## config.mk

```make
export PLATFORM = sky130hd
export DESIGN_NAME = axi_lite_regfile
export DESIGN_NICKNAME = d
export VERILOG_FILES = /design/src/rtl/axi_lite_pkg.sv /design/src/rtl/axi_lite_addr_decode.sv /design/src/rtl/axi_lite_regfile.sv
export SDC_FILE = /design/constraint.sdc
export NUM_CORES = 1
export LEC_CHECK = 0
export CAP_MARGIN = 20
export CORE_AREA = 2 2 260 262
export CTS_CLUSTER_DIAMETER = 100
export DETAILED_ROUTE_END_ITERATION = 8
export DIE_AREA = 0 0 262 264
export GPL_ROUTABILITY_DRIVEN = 0
export HOLD_SLACK_MARGIN = 0.1
export PLACE_DENSITY = 0.6
export SYNTH_ARGS = -nofsm -noshare
export SYNTH_HDL_FRONTEND = slang
export SYNTH_SLANG_ARGS = --single-unit
```

## constraint.sdc

```tcl
create_clock -name axi_lite_aclk -period 14.15 [get_ports axi_lite_aclk]
set_input_delay 1.415 -clock axi_lite_aclk [delete_from_list [all_inputs] [get_ports axi_lite_aclk]]
set_output_delay 1.415 -clock axi_lite_aclk [all_outputs]
set_load 0.01 [all_outputs]
```

## src/rtl/axi_lite_pkg.sv

```systemverilog
// Shared types, response codes and helpers for the AXI4-Lite register file.
package axi_lite_pkg;

    localparam logic [1:0] RESP_OKAY   = 2'b00;
    localparam logic [1:0] RESP_SLVERR = 2'b10;

    typedef enum logic {
        W_IDLE = 1'b0,
        W_RESP = 1'b1
    } wr_state_e;

    typedef enum logic {
        R_IDLE = 1'b0,
        R_DATA = 1'b1
    } rd_state_e;

    // Ceiling log2, usable in constant expressions.
    function automatic int unsigned clog2(input int unsigned v);
        int unsigned r;
        r = 0;
        for (int i = 0; i < 32; i++) begin
            if ((64'd1 << i) < 64'(v)) r = 32'(i) + 32'd1;
        end
        return r;
    endfunction

endpackage

```

## src/rtl/axi_lite_addr_decode.sv

```systemverilog
// Maps a byte address onto a register index and flags whether it hits the register window.
module axi_lite_addr_decode
    import axi_lite_pkg::*;
#(
    parameter int unsigned            ADDR_WIDTH = 32,
    parameter int unsigned            DATA_WIDTH = 32,
    parameter int unsigned            NUM_REGS   = 8,
    parameter logic [ADDR_WIDTH-1:0]  BASE_ADDR  = '0,
    localparam int unsigned           IDX_WIDTH  = clog2(NUM_REGS)
) (
    input  logic [ADDR_WIDTH-1:0] i_addr,
    output logic [IDX_WIDTH-1:0]  o_idx_c,
    output logic                  o_in_range_c
);

    localparam int unsigned           BYTES = DATA_WIDTH / 8;
    localparam int unsigned           BL    = clog2(BYTES);
    localparam logic [ADDR_WIDTH-1:0] SPAN  = ADDR_WIDTH'(NUM_REGS * BYTES);

    logic [ADDR_WIDTH-1:0] w_off;

    // Addresses below the base wrap to a large offset and so fall out of range.
    assign w_off        = i_addr - BASE_ADDR;
    assign o_idx_c      = w_off[IDX_WIDTH+BL-1:BL];
    assign o_in_range_c = (w_off < SPAN);

endmodule

```

## src/rtl/axi_lite_regfile.sv

```systemverilog
// AXI4-Lite slave register file with independent write/read FSMs, byte strobes,
// read-only status registers and per-register commit strobes.
module axi_lite_regfile
    import axi_lite_pkg::*;
#(
    parameter int unsigned                     ADDR_WIDTH = 32,
    parameter int unsigned                     DATA_WIDTH = 32,
    parameter int unsigned                     NUM_REGS   = 8,
    parameter logic [ADDR_WIDTH-1:0]           BASE_ADDR  = '0,
    parameter logic [NUM_REGS-1:0]             RO_MASK    = '0,
    parameter logic [NUM_REGS*DATA_WIDTH-1:0]  RESET_VAL  = '0
) (
    input  logic                           axi_lite_aclk,
    input  logic                           axi_lite_areset,
    input  logic [ADDR_WIDTH-1:0]          axi_lite_awaddr,
    input  logic                           axi_lite_awvalid,
    output logic                           axi_lite_awready,
    input  logic [DATA_WIDTH-1:0]          axi_lite_wdata,
    input  logic [DATA_WIDTH/8-1:0]        axi_lite_wstrb,
    input  logic                           axi_lite_wvalid,
    output logic                           axi_lite_wready,
    output logic [1:0]                     axi_lite_bresp,
    output logic                           axi_lite_bvalid,
    input  logic                           axi_lite_bready,
    input  logic [ADDR_WIDTH-1:0]          axi_lite_araddr,
    input  logic                           axi_lite_arvalid,
    output logic                           axi_lite_arready,
    output logic [DATA_WIDTH-1:0]          axi_lite_rdata,
    output logic [1:0]                     axi_lite_rresp,
    output logic                           axi_lite_rvalid,
    input  logic                           axi_lite_rready,
    output logic [NUM_REGS*DATA_WIDTH-1:0] ctrl_out,
    input  logic [NUM_REGS*DATA_WIDTH-1:0] status_in,
    output logic [NUM_REGS-1:0]            wr_pulse
);

    localparam int unsigned STRB_WIDTH = DATA_WIDTH / 8;
    localparam int unsigned IDX_WIDTH  = clog2(NUM_REGS);

    logic [NUM_REGS-1:0][DATA_WIDTH-1:0] r_regs;
    logic [NUM_REGS-1:0][DATA_WIDTH-1:0] w_status;

    wr_state_e             r_wstate, w_wstate_nxt;
    logic                  r_aw_held, w_aw_held_nxt;
    logic                  r_w_held, w_w_held_nxt;
    logic                  r_awready, w_awready_nxt;
    logic                  r_wready, w_wready_nxt;
    logic                  r_bvalid, w_bvalid_nxt;
    logic [1:0]            r_bresp, w_bresp_nxt;
    logic [NUM_REGS-1:0]   r_wr_pulse, w_wr_pulse_nxt;
    logic [ADDR_WIDTH-1:0] r_awaddr;
    logic [DATA_WIDTH-1:0] r_wdata;
    logic [STRB_WIDTH-1:0] r_wstrb;
    logic                  w_commit;

    rd_state_e             r_rstate, w_rstate_nxt;
    logic                  r_arready, w_arready_nxt;
    logic                  r_rvalid, w_rvalid_nxt;
    logic [1:0]            r_rresp, w_rresp_nxt;
    logic [DATA_WIDTH-1:0] r_rdata, w_rdata_nxt;

    logic [IDX_WIDTH-1:0]  w_wr_idx, w_rd_idx;
    logic                  w_wr_in_range, w_rd_in_range;
    logic                  w_wr_ok;

    assign w_status = status_in;
    assign ctrl_out = r_regs;

    axi_lite_addr_decode #(
        .ADDR_WIDTH (ADDR_WIDTH),
        .DATA_WIDTH (DATA_WIDTH),
        .NUM_REGS   (NUM_REGS),
        .BASE_ADDR  (BASE_ADDR)
    ) u_wr_dec (
        .i_addr       (r_awaddr),
        .o_idx_c      (w_wr_idx),
        .o_in_range_c (w_wr_in_range)
    );

    axi_lite_addr_decode #(
        .ADDR_WIDTH (ADDR_WIDTH),
        .DATA_WIDTH (DATA_WIDTH),
        .NUM_REGS   (NUM_REGS),
        .BASE_ADDR  (BASE_ADDR)
    ) u_rd_dec (
        .i_addr       (axi_lite_araddr),
        .o_idx_c      (w_rd_idx),
        .o_in_range_c (w_rd_in_range)
    );

    assign w_wr_ok = w_wr_in_range && !RO_MASK[w_wr_idx];

    // Write FSM next-state: commits once both address and data are held.
    always_comb begin
        w_wstate_nxt   = r_wstate;
        w_aw_held_nxt  = r_aw_held;
        w_w_held_nxt   = r_w_held;
        w_bvalid_nxt   = r_bvalid;
        w_bresp_nxt    = r_bresp;
        w_wr_pulse_nxt = '0;
        w_commit       = 1'b0;
        unique case (r_wstate)
            W_IDLE: begin
                if (axi_lite_awvalid && r_awready) w_aw_held_nxt = 1'b1;
                if (axi_lite_wvalid && r_wready)   w_w_held_nxt  = 1'b1;
                if (r_aw_held && r_w_held) begin
                    w_wstate_nxt = W_RESP;
                    w_bvalid_nxt = 1'b1;
                    if (w_wr_ok) begin
                        w_commit                 = 1'b1;
                        w_bresp_nxt              = RESP_OKAY;
                        w_wr_pulse_nxt[w_wr_idx] = 1'b1;
                    end else begin
                        w_bresp_nxt = RESP_SLVERR;
                    end
                end
            end
            W_RESP: begin
                if (axi_lite_bready) begin
                    w_wstate_nxt  = W_IDLE;
                    w_bvalid_nxt  = 1'b0;
                    w_aw_held_nxt = 1'b0;
                    w_w_held_nxt  = 1'b0;
                end
            end
            default: w_wstate_nxt = W_IDLE;
        endcase
        w_awready_nxt = (w_wstate_nxt == W_IDLE) && !w_aw_held_nxt;
        w_wready_nxt  = (w_wstate_nxt == W_IDLE) && !w_w_held_nxt;
    end

    always_ff @(posedge axi_lite_aclk or posedge axi_lite_areset) begin
        if (axi_lite_areset) begin
            r_wstate   <= W_IDLE;
            r_aw_held  <= 1'b0;
            r_w_held   <= 1'b0;
            r_awready  <= 1'b0;
            r_wready   <= 1'b0;
            r_bvalid   <= 1'b0;
            r_bresp    <= RESP_OKAY;
            r_wr_pulse <= '0;
        end else begin
            r_wstate   <= w_wstate_nxt;
            r_aw_held  <= w_aw_held_nxt;
            r_w_held   <= w_w_held_nxt;
            r_awready  <= w_awready_nxt;
            r_wready   <= w_wready_nxt;
            r_bvalid   <= w_bvalid_nxt;
            r_bresp    <= w_bresp_nxt;
            r_wr_pulse <= w_wr_pulse_nxt;
        end
    end

    // Write address/data capture on their handshakes.
    always_ff @(posedge axi_lite_aclk or posedge axi_lite_areset) begin
        if (axi_lite_areset) begin
            r_awaddr <= '0;
            r_wdata  <= '0;
            r_wstrb  <= '0;
        end else begin
            if (axi_lite_awvalid && r_awready) r_awaddr <= axi_lite_awaddr;
            if (axi_lite_wvalid && r_wready) begin
                r_wdata <= axi_lite_wdata;
                r_wstrb <= axi_lite_wstrb;
            end
        end
    end

    // Register storage with byte-strobed update.
    always_ff @(posedge axi_lite_aclk or posedge axi_lite_areset) begin
        if (axi_lite_areset) begin
            r_regs <= RESET_VAL;
        end else if (w_commit) begin
            for (int b = 0; b < int'(STRB_WIDTH); b++) begin
                if (r_wstrb[b]) r_regs[w_wr_idx][b*8 +: 8] <= r_wdata[b*8 +: 8];
            end
        end
    end

    // Read FSM next-state: data is sampled at the AR handshake edge.
    always_comb begin
        w_rstate_nxt = r_rstate;
        w_rvalid_nxt = r_rvalid;
        w_rresp_nxt  = r_rresp;
        w_rdata_nxt  = r_rdata;
        unique case (r_rstate)
            R_IDLE: begin
                if (axi_lite_arvalid && r_arready) begin
                    w_rstate_nxt = R_DATA;
                    w_rvalid_nxt = 1'b1;
                    if (w_rd_in_range) begin
                        w_rdata_nxt = RO_MASK[w_rd_idx] ? w_status[w_rd_idx] : r_regs[w_rd_idx];
                        w_rresp_nxt = RESP_OKAY;
                    end else begin
                        w_rdata_nxt = '0;
                        w_rresp_nxt = RESP_SLVERR;
                    end
                end
            end
            R_DATA: begin
                if (axi_lite_rready) begin
                    w_rstate_nxt = R_IDLE;
                    w_rvalid_nxt = 1'b0;
                end
            end
            default: w_rstate_nxt = R_IDLE;
        endcase
        w_arready_nxt = (w_rstate_nxt == R_IDLE);
    end

    always_ff @(posedge axi_lite_aclk or posedge axi_lite_areset) begin
        if (axi_lite_areset) begin
            r_rstate  <= R_IDLE;
            r_arready <= 1'b0;
            r_rvalid  <= 1'b0;
            r_rresp   <= RESP_OKAY;
            r_rdata   <= '0;
        end else begin
            r_rstate  <= w_rstate_nxt;
            r_arready <= w_arready_nxt;
            r_rvalid  <= w_rvalid_nxt;
            r_rresp   <= w_rresp_nxt;
            r_rdata   <= w_rdata_nxt;
        end
    end

    assign axi_lite_awready = r_awready;
    assign axi_lite_wready  = r_wready;
    assign axi_lite_bvalid  = r_bvalid;
    assign axi_lite_bresp   = r_bresp;
    assign axi_lite_arready = r_arready;
    assign axi_lite_rvalid  = r_rvalid;
    assign axi_lite_rresp   = r_rresp;
    assign axi_lite_rdata   = r_rdata;
    assign wr_pulse         = r_wr_pulse;

endmodule
```

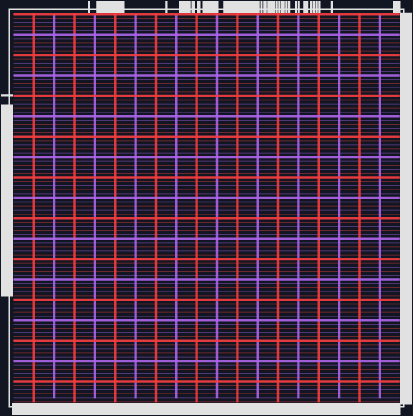
floorplan.png
(1.5 px per um) Pins as bars on the die edge.
- VSS: red
- VDD: purple
- met1 rails: 96
- signal pins: 668
height of the die: 264 um
VDD IR max: 0.117 mV
area of the core: 66600 um2
die x size: 262 um

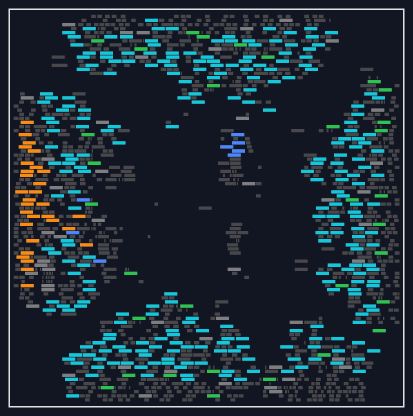
ff_map.png
(1.5 px per um) Other sequential cells in the stronger gray, the rest of the logic in the fainter gray.
- wr_pulse: blue (sequential cells 8)
- r_awaddr: orange (sequential cells 30; where middle left)
- axi_lite_rdata: green (sequential cells 32; where all over the die)
- ctrl_out: cyan (sequential cells 256; where all over the die)
final core area utilization: 34.3%
Seq group: 0.00133 W
sequential cell area share: 40.8%
combined flip-flop and latch cell area: 9330 um2

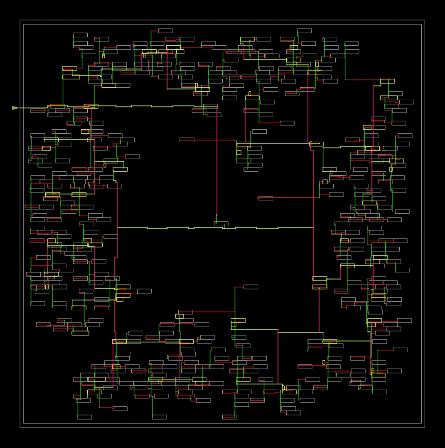
clock_nets.png
number of buffers inserted during clock tree synthesis: 44
count of clock tree sinks: 373
Layout Skew: 0.0126 ns
clk pwr: 0.00116 W

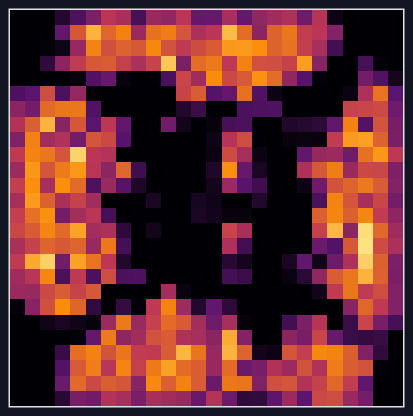
util_map.png
(1.5 px per um) The die is cut into 26 by 26 equal tiles; black is low, pale yellow is high, 0 to 100% covered.
- fullest tile: 94%
- mean over tiles: 32%
- nearly empty tiles: 29%
fraction of the core area occupied by cells at floorplan: 24.3%

==> job_summary.md <==
### Yosys + OpenROAD results

| Metric | Value |
|---|---|
| Status | `completed` |
| CLK BUF | `64` |
| Max FO, Critical Path | `between 100 and 150` |
| Longest Clk Path Bufs | `3` |
| Die outline area | `69200 um2` |
| Flops | `373` |
| Number of pins with negative max-slew slack in the final report | `0` |
| Met2 track utilization from global routing | `about a quarter` |
| Yosys warnings | `0` |
| Number of flip-flops in the largest register | `256` |
| Placement Setup Slack | `10.01 ns` |
| Cell count after placement | `2250` |
| Cell at the root of the clock tree | `sky130_fd_sc_hd__clkbuf_16` |
| Crit-path slowest cell | `sky130_fd_sc_hd__buf_4` |
| Most prevalent standard cell on the critical path | `sky130_fd_sc_hd__buf_4` |
| Number of cells on the worst hold path | `1` |
| Chip area line of the yosys report | `16200 um2` |
| Critical Path Source Type | `input port` |
| # fillers | `6452` |
| Vias post-DR | `roughly 11000` |
| Nets@finish | `1788` |
| Top logic cell family in the synthesized netlist | `multiplexers` |
| Combinational cell area excluding buffers and inverters | `6670 um2` |
| Clock input transition at the sequential cells of the worst setup and hold paths | `roughly 0.050 ns` |
| Arrival time at the worst endpoint | `4.01 ns` |
| Biggest Area Class | `registers` |
| Largest net degree at the start of global routing | `102` |
| Cell Rows | `roughly 95` |
| Worst setup path category | `in2async` |
| Count of inverters other than clock inverters in the layout | `5` |
| Fraction of area in multi-input gates | `between 20% and 30%` |
| Top cell type by total area after synthesis | `sky130_fd_sc_hd__dfrtp_1` |
[critical path, delay by kind of cell]
| family | cells | cell delay [ns] |
|---|---|---|
| buffers and inverters | 4 | 2.42 |
[where the power goes]
part | switching [W] | leakage, nW | internal, W
Combinational | 0.000227 | 4.25 | 0.000167
Sequential | 0.000151 | 5.04 | 0.00118
Clock | 0.000446 | 0.736 | 0.000716
[routing by layer]
metal	wire length, um	vias up
met1	22200	5502
met2	25800	333
met5	40	-
li1	-	4596
met4	1420	6
met3	3950	81
[cell usage in the layout, fill, tap and decap left out, drive strengths merged, types with 3 or more instances in the layout]
cell type,count
clkdlybuf4s50,402
nor4,45
dfrtp,373
o21ai,36
clkbuf,64
mux2,322
mux4,64
buf,23
bufinv,4
inv,6
clkinv,6
nor2,3
nor3,9
nand2,48
mux2i,32
nand4,3
Power and IR drop assume default switching activity.
